File: config.mk
export PLATFORM = sky130hd
export DESIGN_NAME = rv32_div_unit
export DESIGN_NICKNAME = d
export VERILOG_FILES = /design/src/rtl/rv32imc_types.sv /design/src/rtl/rv32_div_step.sv /design/src/rtl/rv32_div_unit.sv
export SDC_FILE = /design/constraint.sdc
export NUM_CORES = 1
export LEC_CHECK = 0
export CORE_ASPECT_RATIO = 2
export CORE_UTILIZATION = 34
export DETAILED_ROUTE_END_ITERATION = 12
export PLACE_DENSITY = 0.6
export SLEW_MARGIN = 40
export SYNTH_ARGS = -nofsm -noshare
export SYNTH_HDL_FRONTEND = slang
export SYNTH_SLANG_ARGS = --single-unit
File: constraint.sdc
create_clock -name clk -period 8.9 [get_ports clk]
set_clock_uncertainty 0.2 [all_clocks]
set_input_delay 2.67 -clock clk [delete_from_list [all_inputs] [get_ports clk]]
set_output_delay 2.67 -clock clk [all_outputs]
set_load 0.05 [all_outputs]
File: src/rtl/rv32imc_types.sv
// rv32imc_types: shared types for the RV32 divider (op encoding, FSM states, op decode helpers)
package rv32imc_types;
   typedef enum logic [1:0] {ss_div, uu_div, ss_rem, uu_rem} div_type_t;
   typedef enum logic [1:0] {div_idle, div_calc, div_sign, div_done} div_state_t;
   // bit 1 of the op selects remainder, bit 0 selects unsigned
   function automatic logic div_is_rem(input div_type_t op);
      return op[1];
   endfunction
   function automatic logic div_is_signed(input div_type_t op);
      return !op[0];
   endfunction
endpackage

File: src/rtl/rv32_div_step.sv
// rv32_div_step: one restoring-division step (combinational)
//   rem_i          partial remainder before the step
//   divisor_i      divisor magnitude
//   dividend_bit_i next dividend bit shifted into the remainder
//   rem_o          partial remainder after the step
//   q_bit_o        quotient bit produced by the step
module rv32_div_step #(
   parameter int WIDTH = 32
) (
   input  logic [WIDTH:0]   rem_i,
   input  logic [WIDTH-1:0] divisor_i,
   input  logic             dividend_bit_i,
   output logic [WIDTH:0]   rem_o,
   output logic             q_bit_o
);
   logic [WIDTH+1:0] shifted, diff;
   assign shifted = {rem_i, dividend_bit_i};
   assign diff    = shifted - {2'b0, divisor_i};
   assign q_bit_o = ~diff[WIDTH+1];
   assign rem_o   = q_bit_o ? diff[WIDTH:0] : shifted[WIDTH:0];
endmodule

File: src/rtl/rv32_div_unit.sv
// rv32_div_unit: iterative radix-2 RV32M divider (DIV/DIVU/REM/REMU), one op in flight
//   clk, rst                   clock, synchronous active-high reset
//   flush                      kills the in-flight op
//   req_valid/req_ready        request handshake (ready only in IDLE)
//   req_op/req_dividend/req_divisor/req_rd_addr   operation, operands, destination tag
//   resp_valid/resp_ready      response handshake (valid only in DONE)
//   resp_data/resp_rd_addr     result and echoed tag, held stable in DONE
//   busy                       unit not idle
module rv32_div_unit
   import rv32imc_types::*;
#(
   parameter int WIDTH = 32
) (
   input  logic             clk,
   input  logic             rst,
   input  logic             flush,
   input  logic             req_valid,
   output logic             req_ready,
   input  div_type_t        req_op,
   input  logic [WIDTH-1:0] req_dividend,
   input  logic [WIDTH-1:0] req_divisor,
   input  logic [4:0]       req_rd_addr,
   output logic             resp_valid,
   input  logic             resp_ready,
   output logic [WIDTH-1:0] resp_data,
   output logic [4:0]       resp_rd_addr,
   output logic             busy
);
   localparam int CW = $clog2(WIDTH);
   localparam logic [WIDTH-1:0] MIN_NEG = {1'b1, {(WIDTH-1){1'b0}}};
   div_state_t state_q, state_d;
   div_type_t op_q, op_d;
   logic [CW-1:0] cnt_q, cnt_d;
   logic [WIDTH:0] rem_q, rem_d, step_rem;
   logic [WIDTH-1:0] quo_q, quo_d, dvs_q, dvs_d, data_q, data_d;
   logic [4:0] tag_q, tag_d;
   logic neg_q_q, neg_q_d, neg_r_q, neg_r_d, step_bit, a_neg, b_neg;
   // quo_q starts as the dividend magnitude and fills with quotient bits as it shifts out
   rv32_div_step #(.WIDTH(WIDTH)) u_step (
      .rem_i(rem_q), .divisor_i(dvs_q), .dividend_bit_i(quo_q[WIDTH-1]),
      .rem_o(step_rem), .q_bit_o(step_bit)
   );
   assign a_neg = div_is_signed(req_op) && req_dividend[WIDTH-1];
   assign b_neg = div_is_signed(req_op) && req_divisor[WIDTH-1];
   always_comb begin
      state_d = state_q;
      op_d    = op_q;
      cnt_d   = cnt_q;
      rem_d   = rem_q;
      quo_d   = quo_q;
      dvs_d   = dvs_q;
      data_d  = data_q;
      tag_d   = tag_q;
      neg_q_d = neg_q_q;
      neg_r_d = neg_r_q;
      case (state_q)
         div_idle: if (req_valid && !flush) begin
            op_d  = req_op;
            tag_d = req_rd_addr;
            if (req_divisor == '0) begin
               data_d  = div_is_rem(req_op) ? req_dividend : '1;
               state_d = div_done;
            end else if (div_is_signed(req_op) && req_dividend == MIN_NEG && req_divisor == '1) begin
               data_d  = div_is_rem(req_op) ? '0 : MIN_NEG;
               state_d = div_done;
            end else begin
               quo_d   = a_neg ? -req_dividend : req_dividend;
               dvs_d   = b_neg ? -req_divisor : req_divisor;
               rem_d   = '0;
               cnt_d   = '0;
               neg_q_d = a_neg ^ b_neg;
               neg_r_d = a_neg;
               state_d = div_calc;
            end
         end
         div_calc: begin
            rem_d   = step_rem;
            quo_d   = {quo_q[WIDTH-2:0], step_bit};
            cnt_d   = cnt_q + 1'b1;
            state_d = (cnt_q == CW'(WIDTH-1)) ? div_sign : div_calc;
         end
         div_sign: begin
            data_d  = div_is_rem(op_q) ? (neg_r_q ? -rem_q[WIDTH-1:0] : rem_q[WIDTH-1:0])
                                       : (neg_q_q ? -quo_q : quo_q);
            state_d = div_done;
         end
         div_done: state_d = resp_ready ? div_idle : div_done;
      endcase
      if (flush) state_d = div_idle;
   end
   always_ff @(posedge clk) begin
      if (rst) begin
         state_q <= div_idle;
         op_q    <= ss_div;
         cnt_q   <= '0;
         rem_q   <= '0;
         quo_q   <= '0;
         dvs_q   <= '0;
         data_q  <= '0;
         tag_q   <= '0;
         neg_q_q <= 1'b0;
         neg_r_q <= 1'b0;
      end else begin
         state_q <= state_d;
         op_q    <= op_d;
         cnt_q   <= cnt_d;
         rem_q   <= rem_d;
         quo_q   <= quo_d;
         dvs_q   <= dvs_d;
         data_q  <= data_d;
         tag_q   <= tag_d;
         neg_q_q <= neg_q_d;
         neg_r_q <= neg_r_d;
      end
   end
   assign req_ready    = state_q == div_idle;
   assign resp_valid   = state_q == div_done;
   assign busy         = state_q != div_idle;
   assign resp_data    = data_q;
   assign resp_rd_addr = tag_q;
endmodule

==> run_1/final_clocks.png <==
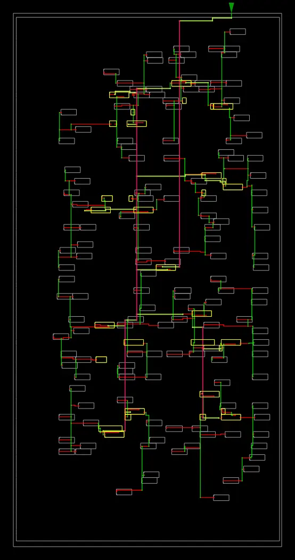
Sinks on Clock Net: 144
power dissipated in the clock network: 715 uW

==> run_1/met4.png <==
Scale bar: 50 um.
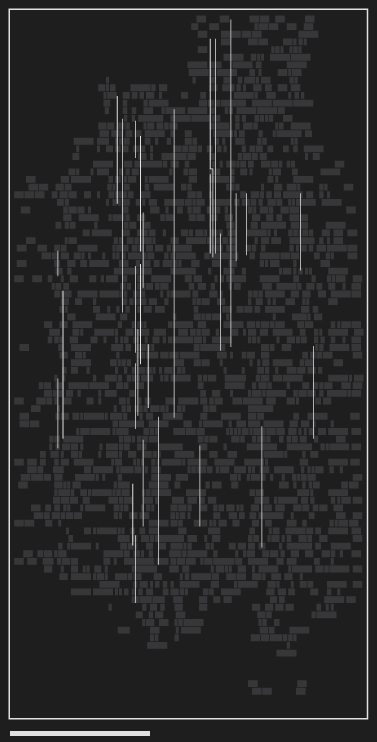
nets with wire on the layer: 26
share of all routed wire: 3.5%
longest straight run: 116 um

==> run_1/drive_strength.png <==
Scale bar: 50 um.
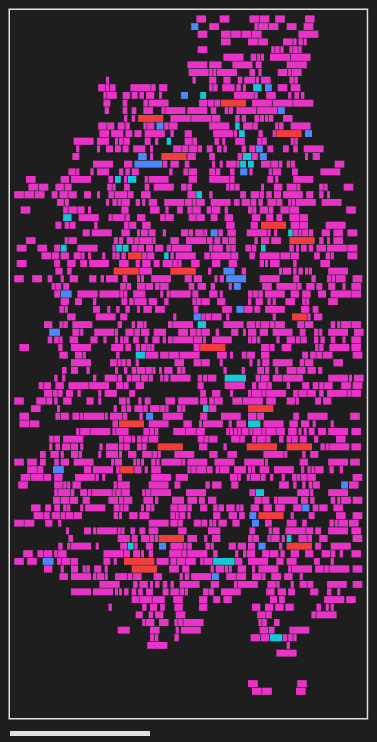
| color | size | cells | share | most used |
|---|---|---|---|---|
| cyan | drive 2 | 28 | 1.9% | or2_2 |
| red | drive 6 and up | 22 | 1.5% | clkbuf_16 |
| blue | drive 3 to 4 | 29 | 2.0% | buf_4 |
| magenta | drive 1 or less | 1400 | 95% | nor2_1 |

run 1: path summary, 6_finish.rpt:
| kind | slack [ns] | start | to |
|---|---|---|---|
| max | 2.78 | req_divisor[7] | quo_q[27] |
| min | 0.26 | resp_rd_addr[3] | resp_rd_addr[3] |
| max reg2reg | 5.04 | rem_q[9] | rem_q[28] |
| min reg2reg | 0.26 | resp_rd_addr[3] | resp_rd_addr[3] |
run 1: kinds of logic after synthesis:
logic type                 synth area share, %
xor gates and xnor gates                  12.0
and+or+nand+nor                           21.9
AOI/OAI and AO/OA                         25.9
buffers and inverters                     5.28
DFF                                       27.1
adders and majority gates                 4.78
muxes                                     3.01
run 1: cell usage in the layout, fill, tap and decap left out, drive strengths merged, types with 35 or more instances in the layout:
cell type	Yosys	routed
a21oi	83	83
nor2	180	180
nand2	106	106
dfxtp	144	144
a211oi	42	42
o21ai	102	102
ha	39	39
xnor2	88	88
nor3	35	35
nand2b	35	35
xor2	57	57
inv	57	57
clkdlybuf4s50	0	114
run 1: sequential cells by signal, summed over array words and instances, names as in the netlist:
name          cells
op_q              1
rem_q            33
resp_rd_addr      5
quo_q            32
neg_r_q           1
dvs_q            32
cnt_q             5
state_q           2
neg_q_q           1
resp_data        32
run 1: per-stage QoR:
| stage | total power (uW) | hold slack (ns) | cell area, um2 | std cells |
|---|---|---|---|---|
| 3_5_place_dp | 1090 | 0.251 | 12100 | 1864 |
| 6_report | 1790 | 0.259 | 12700 | 1897 |
| 2_1_floorplan | 958 | 0.251 | 10600 | 1399 |
| 4_1_cts | 1800 | 0.262 | 12700 | 1896 |
| 3_3_place_gp | 1080 | 0.242 | 12100 | 1864 |
| 5_1_grt | 1870 | 0.286 | 12700 | 1897 |
run 1: layer usage:
layer,wire [um],up-vias,track usage [%]
li1,-,5239,-
met1,13000,4979,22.2
met2,18100,301,41.1
met3,1160,72,2.79
met4,1170,0,9.69
met5,0,-,0
run 1: tightest hold or removal path, stage by stage (launching register included):
cell,delay [ns]
sky130_fd_sc_hd__dfxtp_1,0.31
sky130_fd_sc_hd__nand2_1,0.05
sky130_fd_sc_hd__a21oi_1,0.05
run 1: power groups by stage:
stage               clock (uW)  sequential (uW)  combinational, uW
finish                     715              691                389
global route               754              693                426
CTS                        726              690                388
detailed placement           0              704                386
global placement             0              703                382
floorplan                    0              698                260
run 1: layout make-up:
type	instances	area, um2
multi-input cells	1112	7230
well taps	418	523
repair buffers	134	1300
clock inverters	11	114
flip-flops and latches	144	2890
fillers	3183	18100
clock buffers	21	460
inverters	57	214
==> design notes, run 1 <==
Counting every net in the synthesized netlist gives 1515. Once routing completed, OpenROAD measured the worst setup slack at 2.78 ns. The clock passes through at most 2 buffers. For reference, the critical path cell chain is clkdlybuf4s50_1 > or4_4 > or4_4 > or4_4 > a2bb2o_4 > o21ba_1 > or2_2 > a222oi_1 > nor2_1. The worst setup path is launched from an input port. The run gives 0 as the number of remaining DRC errors. For the number of top-level pins, the log shows 116. The worst hold path belongs to the class reg2reg. The overall routed net length is 33500 um, and the largest net degree at the start of global routing is 65. The relative contribution of sequential cells to total power was 38.5%; the post-CTS setup buffer count was 0. The switching share of power was 30.0%. The final-report max-slew violation count is 0. The primary flip-flop cell chosen by synthesis mapping is sky130_fd_sc_hd__dfxtp_1. The arrival time of the worst setup path was 6.30 ns. The overall die size recorded for this design is 0.0320 mm2.

The per-instance average area after synthesis came out at 7.60 um2. At the end of the flow the core is filled with cells to 41.2%. Per the finish-stage timing summary, setup violations number 0.

The delay contributed by the slowest stage of the critical path was 0.62 ns; the worst voltage drop across the vdd grid was 0.000145 V. The portion of synthesized cell area occupied by the leading cell type is 27.1%. Looking at the critical path, the single cell with the biggest stage delay is sky130_fd_sc_hd__or4_4. Leading cell type by number of instances after synthesis: sky130_fd_sc_hd__nor2_1.

The worst path uses 68.8% of the clock period. The run finished with clean final reports. Setup repair after global routing left no endpoint under its margin. At the pin with the least slew margin, the transition time is 0.766 ns. With the number of DRC violations after detailed-routing iteration 0 at 806, the net switching power figure is 538 uW. In the post-synthesis netlist, the biggest area contributors are sky130_fd_sc_hd__dfxtp_1, sky130_fd_sc_hd__xnor2_1, sky130_fd_sc_hd__nor2_1, sky130_fd_sc_hd__o21ai_0, sky130_fd_sc_hd__xor2_1. In this run, CTS created clock tree buffers numbering 17. In the Yosys report the total cell count is 1399.

The cell count after synthesis came out at 1399. The synthesis stat section lists a flop and latch total of 144. The leakage component of the power was reported as 0.00461 uW.

The buffer type at the clock tree root was sky130_fd_sc_hd__clkbuf_16.
==> run 1 -> run 2 <==
- PLACE_DENSITY: 0.6 -> 0.62
- clock period: 8.9 -> 5.2 ns (I/O delays scaled with it)
==> run_2/final_clocks.png <==
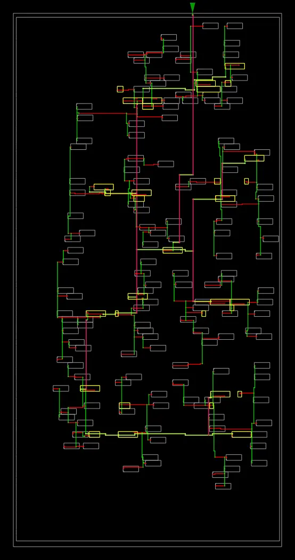
Num CTS Buffers: 17
power dissipated in the clock network: 1200 uW
flip-flops: 144

==> run_2/met4.png <==
Scale bar: 50 um.
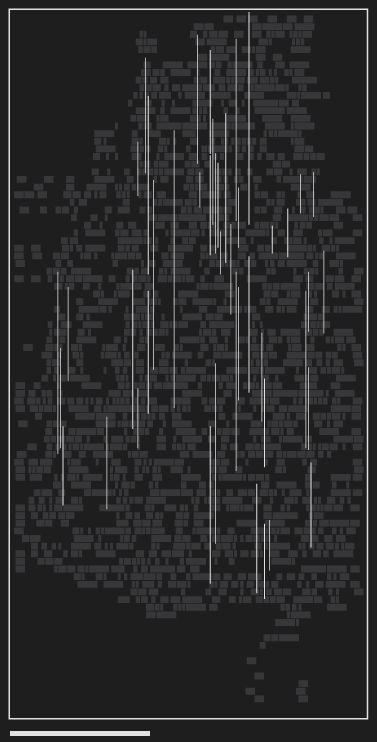
wire length on this layer: 1740 um
nets with wire on the layer: 37

==> design notes, run 2 <==
The number of storage elements in the synthesis netlist works out to 144 (unchanged). Setup repair after global routing left no endpoint under its margin. The tools report the number of setup violations in the final report as 0 (unchanged). The number of top-level pins was 116 (unchanged); the compound-gate portion of the synthesized area was 25.9% (unchanged). The tools report the cell count after synthesis as 1399 (unchanged). The tools report the worst hold endpoint as resp_rd_addr[2] (was resp_rd_addr[3]). The per-instance average area after synthesis works out to 7.60 um2 (unchanged).

The end of the worst register-to-register path was rem_q[8] (was rem_q[28]). The xor/xnor cell area share of the yosys netlist was 12.0% (unchanged); the maximum number of buffers from clock root to sink was 2 (unchanged). The post-synthesis share of cell area spent on and, or, nand and nor gates works out to 21.9% (unchanged).

The flip-flop count of the largest register, all copies and words added came out at 33 (unchanged). Most frequent cells in the layout: sky130_fd_sc_hd__nor2_1, sky130_fd_sc_hd__dfxtp_1, sky130_fd_sc_hd__clkdlybuf4s50_1 (unchanged). The largest net degree at the start of global routing is 54 (was 65), and the final-report max-slew violation count is 0 (unchanged).

The total clock sinks came out at 144 (unchanged). The path class of the lowest-slack min-delay path was reg2reg (unchanged). The yosys cell count was 1399 (unchanged); the number of remaining DRC errors was 0 (unchanged). Primary flip-flop cell chosen by synthesis mapping: sky130_fd_sc_hd__dfxtp_1 (unchanged). Cell chain of the critical path: clkdlybuf4s50_1 > or4_4 > or4_4 > or4_4 > a2bb2o_4 > a21oi_2 > or2_0 > buf_4 > a2111oi_1 > a21oi_1 > nor2_1 (was clkdlybuf4s50_1 > or4_4 > or4_4 > or4_4 > a2bb2o_4 > o21ba_1 > or2_2 > a222oi_1 > nor2_1). The post-synthesis net count came out at 1515 (unchanged). Top post-synthesis cells by area: sky130_fd_sc_hd__dfxtp_1, sky130_fd_sc_hd__xnor2_1, sky130_fd_sc_hd__nor2_1, sky130_fd_sc_hd__o21ai_0, sky130_fd_sc_hd__xor2_1 (unchanged). The leading cell type by number of instances after synthesis was sky130_fd_sc_hd__nor2_1 (unchanged). The share of the cycle needed by the critical path after routing was 89.2%.

Number of DRC violations after detailed-routing iteration 0: 771 (was 806). The worst reg-to-reg setup slack was 1.56 ns (was 5.04 ns). Kind of launch point of the worst setup path: an input port (unchanged). The flow ran to the end, and the final reports show no timing, DRC or antenna violations. The switching share of power works out to 30.2% (was 30.0%). With the portion of synthesized cell area occupied by the leading cell type at 27.1% (unchanged), the transition time of the tightest slew-check pin is 0.756 ns (was 0.766 ns).

The most numerous logic cell after layout is sky130_fd_sc_hd__nor2_1 (unchanged). Start point of the worst min-delay path: resp_rd_addr[2] (was resp_rd_addr[3]). The run gives 927 uW (was 538 uW) as the net switching power figure.

The run gives 0.000222 V (was 0.000145 V) as the worst voltage drop across the vdd grid. Arrival time of the worst setup path: 4.82 ns (was 6.30 ns). Reg-to-reg startpoint: rem_q[9] (unchanged). The standard cell with the maximum stage delay on the critical path is sky130_fd_sc_hd__or4_4 (unchanged). The run gives 42.5% (was 41.2%) for the final standard cell utilization of the core. With the leakage component of the power at 0.00483 uW (was 0.00461 uW), the multiplexer fraction of the synthesized cell area is 3.01% (unchanged). The relative contribution of sequential cells to total power was 38.4% (was 38.5%). The tools report the floorplan die area as 0.0320 mm2 (unchanged).
-- run 2: area by class of cell --
type | count | area (um2)
clock buffers | 22 | 484
clock inverters | 10 | 85.1
fillers | 3184 | 17700
inverters | 57 | 214
multi-input cells | 1112 | 7230
flip-flops and latches | 144 | 2880
well taps | 418 | 523
repair buffers | 176 | 1690
-- run 2: cells by family after synthesis --
family | after synthesis
AOI/OAI and AO/OA | 407
xor gates and xnor gates | 145
adders and majority gates | 40
buffers and inverters | 143
DFF | 144
muxes | 32
and+or+nand+nor | 488
-- run 2: power groups by stage --
stage               logic, uW  registers, uW  clock network (uW)
finish                    695           1180                1200
global route              763           1190                1260
CTS                       693           1180                1220
detailed placement        690           1200                   0
global placement          684           1200                   0
floorplan                 444           1200                   0
-- run 2: worst max path at each step --
| stage | from | cells after the start | to |
|---|---|---|---|
| global route | req_divisor[7] | 11 | resp_data[22] |
| global placement | req_divisor[7] | 11 | resp_data[22] |
| floorplan | req_divisor[15] | 11 | resp_data[10] |
| finish | req_divisor[7] | 11 | resp_data[25] |
| CTS | req_divisor[7] | 11 | resp_data[25] |
| detailed placement | req_divisor[7] | 11 | resp_data[25] |
-- run 2: per-layer routing --
layer  share of wire, %  GRT usage, %
met5                  0             0
met4                5.1          13.6
met3                3.2          2.90
met2                 54          40.9
met1                 38          22.0
-- run 2: critical path: cells and delay by family --
kind,cells,cell delay [ns]
compound gates,4,0.68
buf+inv,2,0.61
simple gates,5,1.96
-- run 2: per-stage QoR --
stage / setup slack, ns / hold WS [ns] / power (uW) / cells / instance area (um2)
6_report: 0.563 / 0.256 / 3070 / 1939 / 13100
5_1_grt: 0.470 / 0.266 / 3210 / 1939 / 13100
4_1_cts: 0.574 / 0.260 / 3090 / 1939 / 13100
3_5_place_dp: 0.103 / 0.252 / 1890 / 1907 / 12500
3_3_place_gp: 0.0971 / 0.242 / 1890 / 1907 / 12500
2_1_floorplan: 0.672 / 0.251 / 1640 / 1399 / 10600
Power is estimated from default activity; no workload was simulated.
